File: config.mk
export PLATFORM = sky130hd
export DESIGN_NAME = pinwheel_uart_tx
export DESIGN_NICKNAME = d
export VERILOG_FILES = /design/src/rtl/pinwheel_uart_tx.sv
export SDC_FILE = /design/constraint.sdc
export NUM_CORES = 1
export LEC_CHECK = 0
export CORE_UTILIZATION = 54
export DETAILED_ROUTE_END_ITERATION = 6
export GPL_TIMING_DRIVEN = 1
export PLACE_DENSITY = 0.83
export RECOVER_POWER = 50
export SYNTH_ARGS = -nofsm -noshare
export SYNTH_HDL_FRONTEND = slang
export SYNTH_SLANG_ARGS = --single-unit
File: constraint.sdc
create_clock -name clock -period 6.1 [get_ports clock]
set_clock_uncertainty 0.2 [all_clocks]
set_input_delay 0.915 -clock clock [delete_from_list [all_inputs] [get_ports clock]]
set_output_delay 0.915 -clock clock [all_outputs]
set_load 0.01 [all_outputs]
File: src/rtl/pinwheel_uart_tx.sv
// pinwheel_uart_tx: bus-mapped 8N1 serial console transmitter.
// TXDATA writes fill a small FIFO that a start/data/stop FSM drains
// onto tx. A status word (level, empty, full, busy, overflow) is
// exposed on rdata for the top-level read mux.
module pinwheel_uart_tx #(
    parameter logic [3:0] TAG          = 4'h4,
    parameter int         DEPTH        = 8,
    parameter int         CLKS_PER_BIT = 16
) (
    input  logic        clock,
    input  logic        reset_in,
    input  logic [31:0] bus_addr,
    input  logic [31:0] bus_wdata,
    input  logic        bus_wren,
    output logic [31:0] rdata,
    output logic        tx
);

    localparam int AW = $clog2(DEPTH);
    localparam int BW = $clog2(CLKS_PER_BIT);

    localparam logic [AW:0]   PTR_ONE    = (AW + 1)'(32'd1);
    localparam logic [AW:0]   LEVEL_FULL = (AW + 1)'(DEPTH);
    localparam logic [BW-1:0] BAUD_LAST  = BW'(CLKS_PER_BIT - 1);
    localparam logic [BW-1:0] BAUD_ONE   = BW'(32'd1);

    typedef enum logic [1:0] {
        ST_IDLE  = 2'd0,
        ST_START = 2'd1,
        ST_DATA  = 2'd2,
        ST_STOP  = 2'd3
    } state_t;

    state_t        state_r, state_s;
    logic [BW-1:0] baud_r, baud_s;
    logic [2:0]    bit_r, bit_s;
    logic [7:0]    shift_r, shift_s;
    logic          tx_r, tx_s;
    logic          pop_s;
    logic          baud_end_s;

    logic [AW:0]   wptr_r, rptr_r;
    logic [AW:0]   level_s;
    logic          empty_s, full_s;
    logic [7:0]    mem_r [DEPTH];
    logic [7:0]    head_s;

    logic          sel_s, push_req_s, push_ok_s;
    logic          ovf_r, ovf_set_s, ovf_clr_s;
    logic          busy_s;
    logic          unused_bits_s;

    // Bus decode: tag selects the block, word offset selects the register.
    assign sel_s      = bus_wren && (bus_addr[31:28] == TAG);
    assign push_req_s = sel_s && (bus_addr[3:2] == 2'd0);
    assign ovf_clr_s  = sel_s && (bus_addr[3:2] == 2'd1) && bus_wdata[0];

    // Pointers carry one extra wrap bit so full and empty are distinguishable.
    assign level_s  = wptr_r - rptr_r;
    assign empty_s  = (level_s == {(AW + 1){1'b0}});
    assign full_s   = (level_s == LEVEL_FULL);
    assign head_s   = mem_r[rptr_r[AW-1:0]];

    // A pop in the same cycle frees the slot a full-FIFO push needs.
    assign push_ok_s = push_req_s && (!full_s || pop_s);
    assign ovf_set_s = push_req_s && full_s && !pop_s;

    assign baud_end_s = (baud_r == BAUD_LAST);
    assign busy_s     = (state_r != ST_IDLE);

    assign rdata = {20'd0, ovf_r, busy_s, full_s, empty_s, 8'(level_s)};
    assign tx    = tx_r;

    // Address and data bits outside the decoded fields are don't-care.
    assign unused_bits_s = ^{bus_addr[27:4], bus_addr[1:0], bus_wdata[31:8]};

    // FIFO storage; contents are only meaningful between rptr and wptr.
    always_ff @(posedge clock) begin
        if (push_ok_s) begin
            mem_r[wptr_r[AW-1:0]] <= bus_wdata[7:0];
        end
    end

    // FIFO read/write pointers.
    always_ff @(posedge clock or posedge reset_in) begin
        if (reset_in) begin
            wptr_r <= {(AW + 1){1'b0}};
            rptr_r <= {(AW + 1){1'b0}};
        end else begin
            if (push_ok_s) begin
                wptr_r <= wptr_r + PTR_ONE;
            end
            if (pop_s) begin
                rptr_r <= rptr_r + PTR_ONE;
            end
        end
    end

    // Sticky overflow flag; a new drop in the same cycle beats a clear.
    always_ff @(posedge clock or posedge reset_in) begin
        if (reset_in) begin
            ovf_r <= 1'b0;
        end else if (ovf_set_s) begin
            ovf_r <= 1'b1;
        end else if (ovf_clr_s) begin
            ovf_r <= 1'b0;
        end
    end

    // Transmitter state register; tx is registered so it never glitches.
    always_ff @(posedge clock or posedge reset_in) begin
        if (reset_in) begin
            state_r <= ST_IDLE;
            baud_r  <= {BW{1'b0}};
            bit_r   <= 3'd0;
            shift_r <= 8'd0;
            tx_r    <= 1'b1;
        end else begin
            state_r <= state_s;
            baud_r  <= baud_s;
            bit_r   <= bit_s;
            shift_r <= shift_s;
            tx_r    <= tx_s;
        end
    end

    // Next-state logic: frame sequencing, bit timing and FIFO pops.
    always_comb begin
        state_s = state_r;
        baud_s  = baud_r;
        bit_s   = bit_r;
        shift_s = shift_r;
        pop_s   = 1'b0;
        case (state_r)
            ST_IDLE: begin
                if (!empty_s) begin
                    pop_s   = 1'b1;
                    shift_s = head_s;
                    state_s = ST_START;
                    baud_s  = {BW{1'b0}};
                end else begin
                    state_s = ST_IDLE;
                end
            end
            ST_START: begin
                if (baud_end_s) begin
                    state_s = ST_DATA;
                    baud_s  = {BW{1'b0}};
                    bit_s   = 3'd0;
                end else begin
                    baud_s = baud_r + BAUD_ONE;
                end
            end
            ST_DATA: begin
                if (baud_end_s) begin
                    baud_s  = {BW{1'b0}};
                    shift_s = {1'b0, shift_r[7:1]};
                    if (bit_r == 3'd7) begin
                        state_s = ST_STOP;
                    end else begin
                        bit_s = bit_r + 3'd1;
                    end
                end else begin
                    baud_s = baud_r + BAUD_ONE;
                end
            end
            ST_STOP: begin
                if (baud_end_s) begin
                    baud_s = {BW{1'b0}};
                    if (!empty_s) begin
                        // Chain straight into the next frame, no idle gap.
                        pop_s   = 1'b1;
                        shift_s = head_s;
                        state_s = ST_START;
                    end else begin
                        state_s = ST_IDLE;
                    end
                end else begin
                    baud_s = baud_r + BAUD_ONE;
                end
            end
            default: begin
                state_s = ST_IDLE;
                baud_s  = {BW{1'b0}};
                bit_s   = 3'd0;
            end
        endcase
    end

    // Line level for the upcoming cycle, derived from the next state.
    always_comb begin
        tx_s = 1'b1;
        case (state_s)
            ST_IDLE:  tx_s = 1'b1;
            ST_START: tx_s = 1'b0;
            ST_DATA:  tx_s = shift_s[0];
            ST_STOP:  tx_s = 1'b1;
            default:  tx_s = 1'b1;
        endcase
    end

endmodule

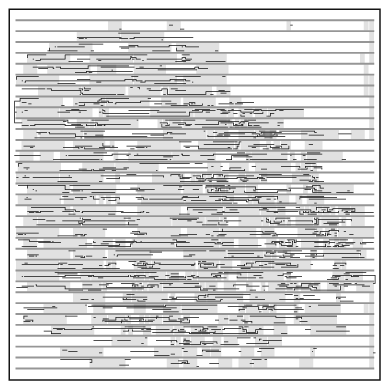
*Metal 1*
Scale: 4 px per um. Supply wires on this layer in gray. Cells faint in the background.
- longest straight run: 28.5 um
- wire length on this layer: 3,390 um
- main direction: horizontal
- share of all routed wire: 45%

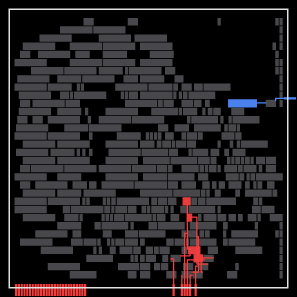
*Nets reached from selected ports*
Scale: 3 px per um.
- tx: blue (direction output; edge east; end cells 1; wire 7.10 um)
- bus_addr: red (direction input; edge south; end cells 4; wire 129 um)
# IOs: 100
I/O Buffers: 25

==> changes_impl.md <==
### Changed

- Logic pwr share: a little over a third
- Synth Area in Compound Gates: about 7.6%
- Clock slew at reported path FFs: roughly 100 ps
- Final ANT Viol Nets: 0
- Largest cell class by area: flip-flops and latches
- Leakage power figure: 1.86 nW
- Area share, top type: 43.6%
- Beginning of the worst register-to-register path: rptr_r[1]$_DFFE_PP0N_
- Comb_multi_in: 202
- Worst hold path class: flip-flop to flip-flop
- Cycle use final: 75.5%
- Mapped cell area: 0.00441 sq mm
- Synth unique cells: about 50
- Yosys chip area: between 0.004 and 0.005 sq mm
- Status: complete, no violations
- R2R depth: 8
- 1st-iter DRT viols: 161
- Worst hold stages: 1
- Slack of the worst reg-to-reg path: 2170 ps
- Sum of buffers and inverters on the critical path: 3
- Root Buffer: clkbuf_8
- Clock buffers: 9
- Fmax: ~220 MHz
- Clock share of power: between 20% and 30%
- WP depth: 7
- Routability cong.: roughly 0.73
- Internal power: 1.20 mW
- Initial Utilization: 56.4%
- NetSw: between 600 and 700 uW
- Non-clk bufs: 28
- Initial antenna violation count: 0
- Crit path required time: between 4000 and 5000 ps
- Inserted Diodes: 0
- R2r endpoint: mem_r[0][2]$_DFFE_PP_
- Critical Path Max Stage Delay: around 950 ps
- CP Class: flip-flop to output port
- Design Area, Final: 0.00482 sq mm
- Drt pass-1 iters: 5
- RSZ-0062 raised after global routing: false
- Max-Slew Margin vs Limit: 29.6%
- Post-synth seq share: about three fifths
- Register Area: 0.00260 sq mm
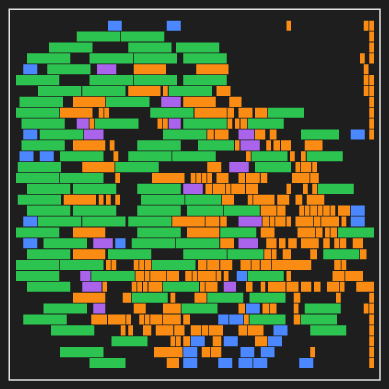
*Placement by cell class*
Scale: 4 px per um.
- remaining buffers and delay cells: blue (cells 28)
- remaining logic cells: orange (cells 221)
- clock drivers and dummy loads: purple (cells 16)
- registers: green (cells 91)
row cnt: 32
utilization after layout: 61.8%

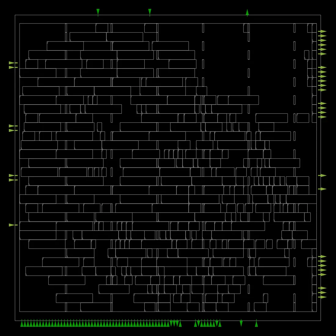
*Cell outlines without signal wires*
fraction of area in registers: 53.9%
fillers: 589

power groups by stage:
| stage | logic, mW | clock network (mW) | registers [mW] |
|---|---|---|---|
| after CTS | 0.650 | 0.399 | 0.803 |
| after floorplan | 0.528 | 0 | 0.774 |
| after detailed placement | 0.647 | 0 | 0.817 |
| final | 0.642 | 0.392 | 0.806 |
| after global placement | 0.629 | 0 | 0.812 |
| after global routing | 0.715 | 0.428 | 0.815 |
metal layers:
layer / routed length (um) / up-vias / GRT usage (%)
met5: 0 / - / 0
met1: 3390 / 1257 / 26.4
li1: - / 1195 / -
met3: 191 / 11 / 5.17
met2: 3930 / 51 / 33.3
met4: 106 / 0 / 6.64
registers in the layout (all words and copies together) (netlist names):
name     count
shift_r      8
rptr_r       4
bit_r        3
baud_r       4
mem_r       64
tx           1
ovf_r        1
state_r      2
wptr_r       4
Power is estimated from default activity; no workload was simulated.
